### src/rtl/samp_play_ctl.sv
// Sample playback controller: paces sample-RAM reads, hands samples to the DAC
// driver over valid/ready, and shares the single RAM port with the command path.
//
// state | meaning
// IDLE  | stopped; waits for en, latches config on start
// FETCH | playback owns the RAM port, read issued for the current index
// LOAD  | RAM data returns, captured into the DAC output register
// RUN   | waiting for the next sample event
module samp_play_ctl #(
    parameter int ADDR_W = 10,
    parameter int DATA_W = 16,
    parameter int CNT_W  = 16
) (
    input  logic              clk,
    input  logic              rst_n,
    input  logic              en,
    input  logic [ADDR_W:0]   nsamp,
    input  logic [CNT_W-1:0]  prescale,
    input  logic [CNT_W-1:0]  speed,
    input  logic              cmd_req,
    input  logic              cmd_we,
    input  logic [ADDR_W-1:0] cmd_addr,
    input  logic [DATA_W-1:0] cmd_wdata,
    output logic              cmd_gnt,
    output logic              cmd_rvalid,
    output logic [DATA_W-1:0] cmd_rdata,
    output logic              ram_en,
    output logic              ram_we,
    output logic [ADDR_W-1:0] ram_addr,
    output logic [DATA_W-1:0] ram_wdata,
    input  logic [DATA_W-1:0] ram_rdata,
    output logic              dac_valid,
    output logic [DATA_W-1:0] dac_data,
    input  logic              dac_ready,
    output logic              active,
    output logic              underrun
);

    typedef enum logic [1:0] {
        ST_IDLE  = 2'd0,
        ST_FETCH = 2'd1,
        ST_LOAD  = 2'd2,
        ST_RUN   = 2'd3
    } state_t;

    localparam logic [ADDR_W:0]  NSAMP_ONE = (ADDR_W+1)'(1);
    localparam logic [CNT_W-1:0] CNT_ONE   = CNT_W'(1);
    localparam logic [CNT_W-1:0] CNT_TWO   = CNT_W'(2);

    state_t              state_q, state_d;
    logic [ADDR_W-1:0]   idx_q, idx_d;
    logic [ADDR_W:0]     nsamp_q, nsamp_d;
    logic [CNT_W-1:0]    pre_q, pre_d;
    logic [CNT_W-1:0]    spd_q, spd_d;
    logic [CNT_W-1:0]    pcnt_q, pcnt_d;
    logic [CNT_W-1:0]    scnt_q, scnt_d;
    logic                underrun_q, underrun_d;
    logic                dac_valid_q, dac_valid_d;
    logic [DATA_W-1:0]   dac_data_q, dac_data_d;
    logic                cmd_rvalid_q, cmd_rvalid_d;

    logic [ADDR_W:0]     nsamp_c;
    logic [CNT_W-1:0]    pre_c;
    logic [CNT_W-1:0]    spd_c;
    logic                tick;
    logic                evt;

    function automatic logic [ADDR_W-1:0] idx_inc(input logic [ADDR_W-1:0] idx,
                                                   input logic [ADDR_W:0]   n);
        logic [ADDR_W-1:0] nxt;
        if ({1'b0, idx} == n - NSAMP_ONE) nxt = '0;
        else                              nxt = idx + ADDR_W'(1);
        return nxt;
    endfunction

    // Zero config values are clamped to 1; a 1x1 rate is stretched to the
    // 2-clock minimum by running the prescaler at 2.
    always_comb begin
        nsamp_c = (nsamp == '0) ? NSAMP_ONE : nsamp;
        pre_c   = (prescale == '0) ? CNT_ONE : prescale;
        spd_c   = (speed == '0) ? CNT_ONE : speed;
        if (pre_c == CNT_ONE && spd_c == CNT_ONE) pre_c = CNT_TWO;
    end

    assign tick = (pcnt_q == '0);
    assign evt  = tick && (scnt_q == '0);

    always_comb begin
        state_d     = state_q;
        idx_d       = idx_q;
        nsamp_d     = nsamp_q;
        pre_d       = pre_q;
        spd_d       = spd_q;
        pcnt_d      = pcnt_q;
        scnt_d      = scnt_q;
        underrun_d  = underrun_q;
        dac_valid_d = dac_valid_q & ~dac_ready;
        dac_data_d  = dac_data_q;

        // Down-counters wrap to their tops on a sample event, which is exactly
        // the restart value needed in the following FETCH cycle.
        if (state_q != ST_IDLE) begin
            if (tick) begin
                pcnt_d = pre_q - CNT_ONE;
                scnt_d = (scnt_q == '0) ? spd_q - CNT_ONE : scnt_q - CNT_ONE;
            end else begin
                pcnt_d = pcnt_q - CNT_ONE;
            end
        end

        case (state_q)
            ST_IDLE: begin
                if (en) begin
                    nsamp_d    = nsamp_c;
                    pre_d      = pre_c;
                    spd_d      = spd_c;
                    idx_d      = '0;
                    pcnt_d     = pre_c - CNT_ONE;
                    scnt_d     = spd_c - CNT_ONE;
                    underrun_d = 1'b0;
                    state_d    = ST_FETCH;
                end
            end
            ST_FETCH: begin
                state_d = ST_LOAD;
            end
            ST_LOAD: begin
                dac_valid_d = 1'b1;
                dac_data_d  = ram_rdata;
                idx_d       = idx_inc(idx_q, nsamp_q);
                // A previous sample still pending here is overwritten: count it as dropped.
                if (dac_valid_q && !dac_ready) underrun_d = 1'b1;
                if (!en) begin
                    state_d = ST_IDLE;
                end else if (evt && dac_valid_q) begin
                    underrun_d = 1'b1;
                    idx_d      = idx_inc(idx_inc(idx_q, nsamp_q), nsamp_q);
                    state_d    = ST_RUN;
                end else if (evt) begin
                    state_d = ST_FETCH;
                end else begin
                    state_d = ST_RUN;
                end
            end
            ST_RUN: begin
                if (!en) begin
                    state_d = ST_IDLE;
                end else if (evt && dac_valid_q) begin
                    underrun_d = 1'b1;
                    idx_d      = idx_inc(idx_q, nsamp_q);
                end else if (evt) begin
                    state_d = ST_FETCH;
                end
            end
            default: begin
                state_d = ST_IDLE;
            end
        endcase
    end

    assign cmd_gnt      = cmd_req & (state_q != ST_FETCH);
    assign cmd_rvalid_d = cmd_gnt & ~cmd_we;

    always_comb begin
        ram_en    = 1'b0;
        ram_we    = 1'b0;
        ram_addr  = '0;
        ram_wdata = '0;
        if (state_q == ST_FETCH) begin
            ram_en   = 1'b1;
            ram_addr = idx_q;
        end else if (cmd_gnt) begin
            ram_en    = 1'b1;
            ram_we    = cmd_we;
            ram_addr  = cmd_addr;
            ram_wdata = cmd_wdata;
        end
    end

    always_ff @(posedge clk or negedge rst_n) begin
        if (!rst_n) begin
            state_q      <= ST_IDLE;
            idx_q        <= '0;
            nsamp_q      <= '0;
            pre_q        <= '0;
            spd_q        <= '0;
            pcnt_q       <= '0;
            scnt_q       <= '0;
            underrun_q   <= 1'b0;
            dac_valid_q  <= 1'b0;
            dac_data_q   <= '0;
            cmd_rvalid_q <= 1'b0;
        end else begin
            state_q      <= state_d;
            idx_q        <= idx_d;
            nsamp_q      <= nsamp_d;
            pre_q        <= pre_d;
            spd_q        <= spd_d;
            pcnt_q       <= pcnt_d;
            scnt_q       <= scnt_d;
            underrun_q   <= underrun_d;
            dac_valid_q  <= dac_valid_d;
            dac_data_q   <= dac_data_d;
            cmd_rvalid_q <= cmd_rvalid_d;
        end
    end

    // The RAM has one clock of read latency, so read data is visible directly
    // in the cycle after the grant.
    assign cmd_rvalid = cmd_rvalid_q;
    assign cmd_rdata  = cmd_rvalid_q ? ram_rdata : '0;
    assign dac_valid  = dac_valid_q;
    assign dac_data   = dac_data_q;
    assign active     = (state_q != ST_IDLE);
    assign underrun   = underrun_q;

endmodule
### config.mk
export PLATFORM = sky130hd
export DESIGN_NAME = samp_play_ctl
export DESIGN_NICKNAME = d
export VERILOG_FILES = /design/src/rtl/samp_play_ctl.sv
export SDC_FILE = /design/constraint.sdc
export NUM_CORES = 1
export LEC_CHECK = 0
export ABC_AREA = 1
export CAP_MARGIN = 20
export CORE_ASPECT_RATIO = 0.9
export CORE_MARGIN = 4
export CORE_UTILIZATION = 47
export DETAILED_ROUTE_END_ITERATION = 10
export GPL_TIMING_DRIVEN = 0
export PLACE_DENSITY_LB_ADDON = 0.2
export SLEW_MARGIN = 10
export SYNTH_ARGS = -nofsm -noshare
export SYNTH_HDL_FRONTEND = slang
export SYNTH_SLANG_ARGS = --single-unit
export TNS_END_PERCENT = 10
### constraint.sdc
create_clock -name clk -period 2.78 [get_ports clk]
set_clock_uncertainty 0.1 [all_clocks]
set_input_delay 0.556 -clock clk [delete_from_list [all_inputs] [get_ports clk]]
set_output_delay 0.556 -clock clk [all_outputs]
set_load 0.005 [all_outputs]
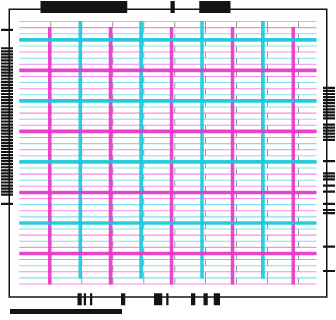
**Above:** run 1 (supply network).
Scale bar: 50 um. Pins as bars on the die edge. Tap cells in gray.
VDD -> cyan
VSS -> magenta
met5 straps = 8
signal pins = 156
met1 rails = 44
met4 straps = 9
rows = 43

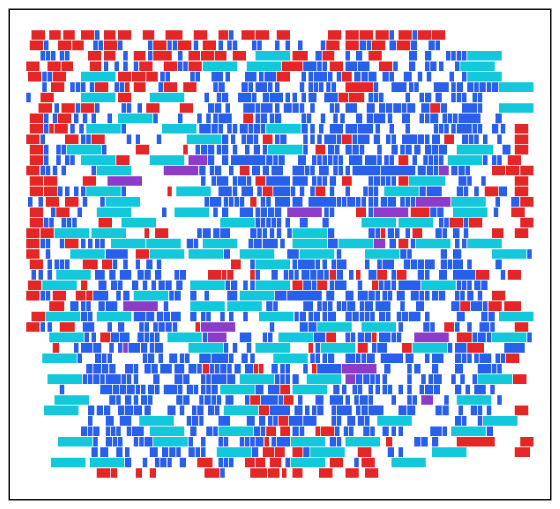
**Above:** run 1 (cell classes on the final placement).
combinational and other logic -> blue  # cells 1028
sequential cells -> cyan  # cells 106
remaining buffers and delay cells -> red  # cells 231
clock drivers and dummy loads -> purple  # cells 16
sequential share of cell area: 25.6%
fin area: 10400 um2

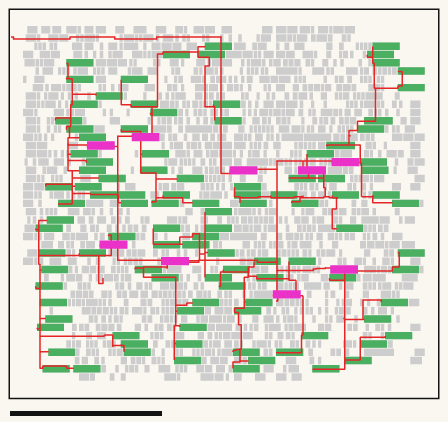
**Above:** run 1 (clock network drawn from the DEF).
Scale bar: 50 um.
clock wires -> red  # length 1360 um
flip-flops -> green  # count 106
clock drivers -> magenta  # count 9
flops lie = widely spread
routed clock nets = 10
clock share of power: 15.8%
P_clk: 1.26 mW
Latency at later pin: 350 ps

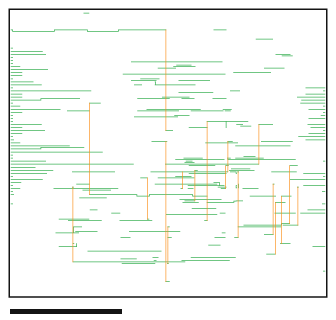
**Above:** run 1 (wiring by layer).
Scale bar: 50 um. Only two layers are drawn.
metal 3 -> green  # wire length 2110 um
metal 4 -> orange  # wire length 462 um

==> flow_metrics.tcl, run 1 <==
# flow metrics
set metrics [dict create \
    status "finished with violations" \
    failed_checks "setup timing" \
    crit_chain "clkdlybuf4s15_2, nor2_4, nand4_1, nor2_1, nor2_2, inv_1, ha_2, nand3_2, nor3_2, nand3_1, nand2_2, ha_4, nand3_4, nor3_4, nand2_2, buf_4, buf_6, o21ai_2, nand2_1, o221ai_2" \
    final-clk-cell-share_pct 2.79 \
    tritoncts "yes" \
    grt_pass1_vias 7900 \
    cp.depth 20 \
    ys_warn_count 0 \
    simple_gate_share_pct 33.7 \
    inv_count 208 \
    leakage_nw 5.13 \
    root_buffer "clkbuf_16" \
    buf_share_pct 20.0 \
    tool_warnings 30 \
    num_vias 8358 \
    cp_common_cell "nand2_2" \
    cp_top_family "simple AND/OR/NAND/NOR gates" \
    die_h_um 128 \
    synth-main-ff-cell "dfrtp_1" \
    crit_required_ps 2950 \
    logic_family "simple AND/OR/NAND/NOR gates" \
    critPathSlowestCell "clkdlybuf4s15_2" \
    io-pin-count 156 \
    min_path_cells 3 \
    end_kind "flip-flop" \
    regToRegStartpoint "nsamp_q[1]$_DFFE_PN0P_" \
    yosys_cells 1162 \
    fp.dieArea_um2 18000 \
    hold_slack_ps 335 \
    path_clk_slew_ps 70 \
    syn_to_final_growth_pct 38.9 \
    seq_cell_count 106 \
    clockBufferDepth 2 \
    route.detailed.drc 0 \
    fa_ha_area_share_pct 1.34 \
    fin_ws_ps -192 \
    lay_top_cells "nand2_1, inv_1, clkdlybuf4s50_1" \
    finalSetupViolCount 22 \
    yosysTopAreaCell "dfrtp_1" \
    final_common_cell "nand2_1" \
    worstPathArrival_ps 3140 \
    synth_seq_share_pct 35.5 \
    maxSlewHeadroom_pct 52.4 \
    n_antenna_cell 0 \
    htreeDepth 3 \
    syn_inst 1162 \
    common_cells "nand2_1, inv_1, nor2_1, dfrtp_1, o21ai_0" \
    power_leader "combinational cells" \
    seqPwrFrac_pct 32.5 \
    place.gp.congestion 0.925 \
]
-- run 1: metrics by stage --
step,utilization [%],setup WS (ps),total power [mW],std cells
global placement,59.8,-3170,6.09,1518
CTS,64.5,-161,7.58,1565
finish,66.9,-192,7.96,1583
floorplan,-,-239,4.85,1162
global route,66.9,-382,8.62,1583
detailed placement,60.0,-1510,6.17,1519
-- run 1: timing repair --
item / 4_1_cts / 5_1_grt
hold endpoints to repair: 24 / 0
hold buffers: 1 / 0
pin swaps: 30 / 40
resized: 119 / 88
setup buffers: 29 / 18
setup endpoints to repair: 113 / 50
-- run 1: routing by layer --
metal,vias up,part of all wire [%],global-route usage [%]
met2,318,45,41.6
met3,45,8.6,6.96
met1,3859,45,38.0
met4,0,1.9,6.78
met5,-,0,0
li1,4136,-,-
==> run 2: changes to the inputs <==
--- a/config.mk
+++ b/config.mk
@@ -9,7 +9,7 @@
 export CAP_MARGIN = 20
 export CORE_ASPECT_RATIO = 0.9
 export CORE_MARGIN = 4
-export CORE_UTILIZATION = 47
+export CORE_UTILIZATION = 30
 export DETAILED_ROUTE_END_ITERATION = 10
 export GPL_TIMING_DRIVEN = 0
 export PLACE_DENSITY_LB_ADDON = 0.2
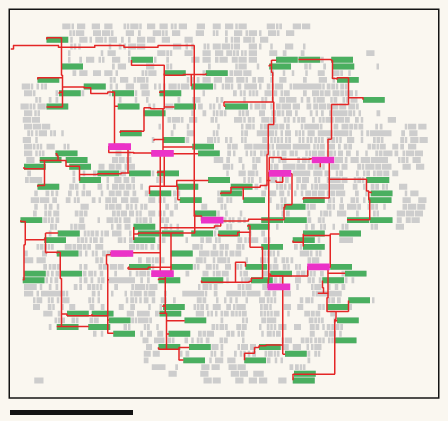
**Above:** run 2 (clock network drawn from the DEF).
Scale bar: 50 um.
Latency at later pin: 360 ps
clock share of power: 16.9%
P_clk: 1.42 mW

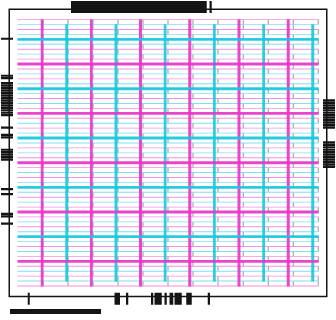
**Above:** run 2 (supply network).
Scale bar: 50 um. Pins as bars on the die edge. Tap cells in gray.
die x size: 174 um
core area: 24400 um2
die extent in y: 158 um
VDD IR max: 0.342 mV

==> run 2 against run 1 <==
  * The flow still finishes with violations (setup timing)
  * Sequential share of layout area down 1.1 points
  * Synthesized cell count is the same
  * Combinational power is 7.3% higher
  * Sequential power barely moved
  * Die size increased by 53%
  * Via count grew 0.29%
  * Wire length increased by 10%
  * Worst setup slack improved by 16 ps
  * Critical path type unchanged
  * Largest cell class unchanged
==> flow_metrics.tcl, run 2 <==
# flow metrics
set metrics [dict create \
    drive_gt1_share_pct 17.4 \
    cp_top_family "simple AND/OR/NAND/NOR gates" \
    critPathSlowestCell "clkdlybuf4s50_1" \
    finalSetupViolCount 36 \
    leakage_nw 5.19 \
    logic_family "simple AND/OR/NAND/NOR gates" \
    pg_comb_mw 4.41 \
    seqPwrFrac_pct 30.6 \
    num_tap_cells 336 \
    regArea_um2 2660 \
    postCtsSetupRepairBufs 39 \
    synth-main-ff-cell "dfrtp_1" \
    crit_required_ps 2970 \
    internal_power_mw 4.72 \
    power.total_mw 8.41 \
    route.detailed.drc 0 \
    crit_chain "clkdlybuf4s50_1, nor2_2, nand4_1, nor2_1, nor2_1, inv_1, nand3_1, nand2_2, ha_4, nand3_4, nor3_4, nand2_2, buf_4, buf_6, a32oi_1, o211ai_1, inv_1" \
    syn_to_final_growth_pct 45.5 \
    syn_inst 1162 \
    simple_gate_share_pct 33.7 \
    comb_area_um2 4450 \
    edf_count 0 \
    end_kind "flip-flop" \
    grt_antenna_before_repair 0 \
    cp-start-kind "primary input" \
    cp.depth 17 \
    async_reset_ff_share_pct 100 \
    top_cell "nand2_1" \
    inv_count 208 \
    crit_buf_inv 5 \
    num_vias 8382 \
    synth_seq_share_pct 35.5 \
    failed_checks "setup timing" \
    holdBufCountCts 0 \
    yosys_cells 1162 \
    place.gp.congestion 0.922 \
    finalMaxSlewViolations 0 \
    fin_ws_ps -175 \
    tns_ps -2740 \
    r2r_cells 24 \
    final-clk-cell-share_pct 2.90 \
    fin_crit_sh_pct 106 \
    cts.repair.resized 132 \
    grt_max_degree 63 \
    grt_pass1_vias 8125 \
    dpl.cell_count 1653 \
    lay_top_cells "nand2_1, inv_1, clkdlybuf4s50_1" \
    maxSlewHeadroom_pct 49.6 \
    common_cells "nand2_1, inv_1, nor2_1, dfrtp_1, o21ai_0" \
    seq_area_share_pct 24.5 \
    worstPathArrival_ps 3150 \
    power_leader "combinational cells" \
    regToRegStartpoint "nsamp_q[1]$_DFFE_PN0P_" \
    grt_pass1_wl_mm 42.4 \
    synth_area_um2 7460 \
    tool_warnings 30 \
    seq_cell_count 106 \
    root_buffer "clkbuf_16" \
    finalHoldViolations 0 \
    avgSynthCellArea_um2 6.42 \
    ys_warn_count 0 \
    clockBufferDepth 2 \
    n_antenna_cell 0 \
    fp.dieArea_um2 27500 \
    fin_util_pct 44.5 \
    switchingPower_mw 3.69 \
    buf_share_pct 20.5 \
    final-instance-count-excl-fill 1730 \
    comb_cells 820 \
    io-pin-count 156 \
    status "finished with violations" \
    wl_mm 27.2 \
    row_count 54 \
    yosysTopAreaCell "dfrtp_1" \
    htreeDepth 3 \
    r2r_slack_ps -140 \
    pre_cts_ws_ps -1460 \
    stdcell_area_um2 10900 \
    final_common_cell "nand2_1" \
    fa_ha_area_share_pct 1.34 \
    hold_slack_ps 27.2 \
    viasPerCell 4.85 \
    tritoncts "yes" \
    path_clk_slew_ps 70 \
]
-- run 2: how the worst max path moves through the flow --
stage | end | slack, ps | start
detailed placement | pcnt_q[14]$_DFF_PN0_ | -1460 | speed[13]
floorplan | pcnt_q[14]$_DFF_PN0_ | -240 | speed[13]
global route | pcnt_q[14]$_DFF_PN0_ | -410 | speed[4]
finish | pcnt_q[10]$_DFF_PN0_ | -180 | prescale[2]
CTS | pcnt_q[14]$_DFF_PN0_ | -160 | speed[12]
global placement | nsamp_q[2]$_DFFE_PN0P_ | -3510 | rst_n
-- run 2: per-layer routing --
layer	global-route usage (%)	vias up	wire length [um]
li1	-	4165	-
met1	26.7	3930	12600
met2	31.1	262	12800
met3	2.82	25	1440
met4	4.90	0	349
met5	0	-	0
==> run 3: changes to the inputs <==
==> constraint.sdc (replaced) <==
create_clock -name clk -period 2.55 [get_ports clk]
set_clock_uncertainty 0.1 [all_clocks]
set_input_delay 0.51 -clock clk [delete_from_list [all_inputs] [get_ports clk]]
set_output_delay 0.51 -clock clk [all_outputs]
set_load 0.005 [all_outputs]
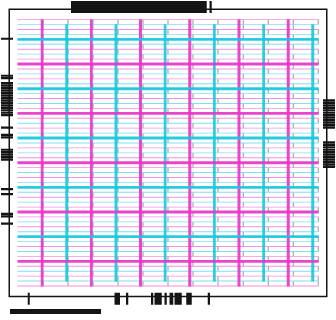
**Above:** run 3 (supply network).
Scale bar: 50 um. Pins as bars on the die edge. Tap cells in gray.
VSS -> magenta
VDD -> cyan
met4 straps = 12
met5 straps = 10
VDD IR max: 0.396 mV

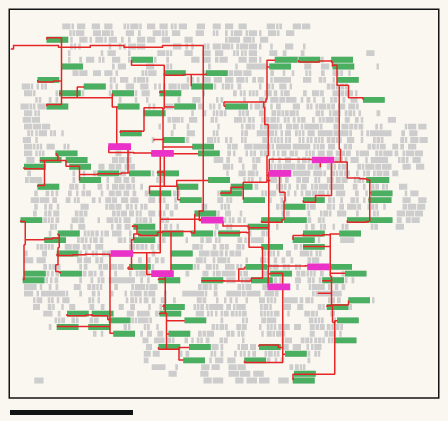
**Above:** run 3 (clock network drawn from the DEF).
Scale bar: 50 um.
P_clk: 1.56 mW
Latency at later pin: 350 ps

==> run 3 against run 2 <==
  * The flow finishes with violations (hold timing, setup timing)
  * Final area up 0.59%
  * Critical path type unchanged
  * Sequential share of layout area shrank 0.13 points
  * Largest power group unchanged
  * Area after synthesis unchanged
  * Count of clock-buffer cells in the layout is the same
  * Clock power rose by about 10%
  * Largest cell class unchanged
  * Sequential power up 9.7%
  * Via count down 0.12%
==> flow_metrics.tcl, run 3 <==
# flow metrics
set metrics [dict create \
    status "finished with violations" \
    failed_checks "hold timing, setup timing" \
    simple_gate_share_pct 33.7 \
    end_kind "flip-flop" \
    lay_top_cells "nand2_1, inv_1, clkdlybuf4s50_1" \
    critPathSlowestCell "dlygate4sd2_1" \
    final-instance-count-excl-fill 1730 \
    fin_util_pct 44.8 \
    path_clk_slew_ps 70 \
    htreeDepth 3 \
    stdcell_area_um2 10900 \
    crit_required_ps 2740 \
    buf_share_pct 20.5 \
    r2r_cells 21 \
    io-pin-count 156 \
    fin_ws_ps -362 \
    grt_max_degree 63 \
    leakage_nw 5.26 \
    num_vias 8372 \
    common_cells "nand2_1, inv_1, nor2_1, dfrtp_1, o21ai_0" \
    finalHoldViolations 9 \
    maxSlewHeadroom_pct 50.6 \
    yosys_cells 1162 \
    hold_slack_ps -16.1 \
    dieWidth_um 174 \
    synth_seq_share_pct 35.5 \
    fin_crit_sh_pct 114 \
    final_common_cell "nand2_1" \
    finalSetupViolCount 71 \
    regToRegStartpoint "nsamp_q[1]$_DFFE_PN0P_" \
    cp_top_family "simple AND/OR/NAND/NOR gates" \
    r2r_slack_ps -320 \
    endpoint "pcnt_q[10]$_DFF_PN0_" \
    die_h_um 158 \
    root_buffer "clkbuf_16" \
    drive_gt1_share_pct 18.1 \
    n_antenna_cell 0 \
    place.gp.congestion 0.922 \
    grt_pass1_vias 8086 \
]
run 3: worst reg2reg max path: cells and delay by family, from the launching register on:
kind,cells,cell delay (ps)
fa+ha+maj,1,290
simple gates,15,1480
compound gates,1,80
buf+inv,4,400
flops,1,420
run 3: per-layer routing:
metal	share of wire (%)	track usage [%]
met5	0	0
met2	48	31.0
met4	1.2	4.94
met1	46	26.5
met3	4.9	3.06
run 3: where the power goes:
group          leakage [nW]  internal [mW]  switching (mW)  total [mW]
registers              1.27           2.31           0.502        2.82
clock network         0.154          0.867           0.692        1.56
logic                  3.84           1.99            2.86        4.85
run 3: timing repair:
item                       in CTS  in global routing
setup buffers                  38                 24
pin swaps                      41                 56
resized                       147                117
setup endpoints to repair     124                101

==> screenshots <==
Clock wiring as the flow saved it.
image #1
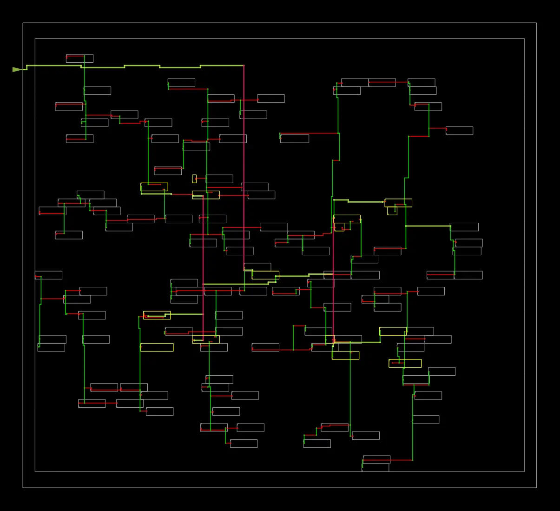
image #2
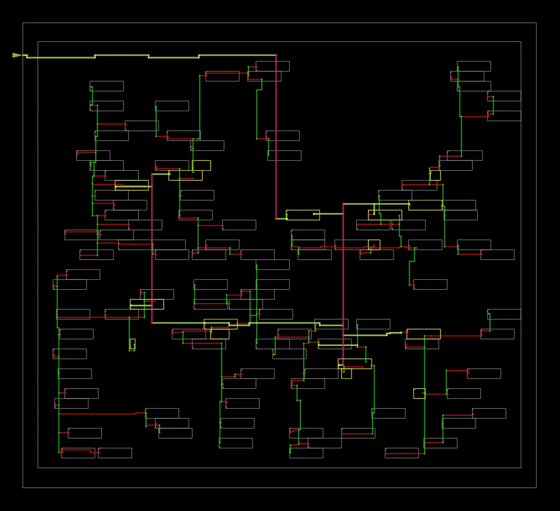
For run 2, see image #1.
For run 1, see image #2.

Power is estimated from default activity; no workload was simulated.
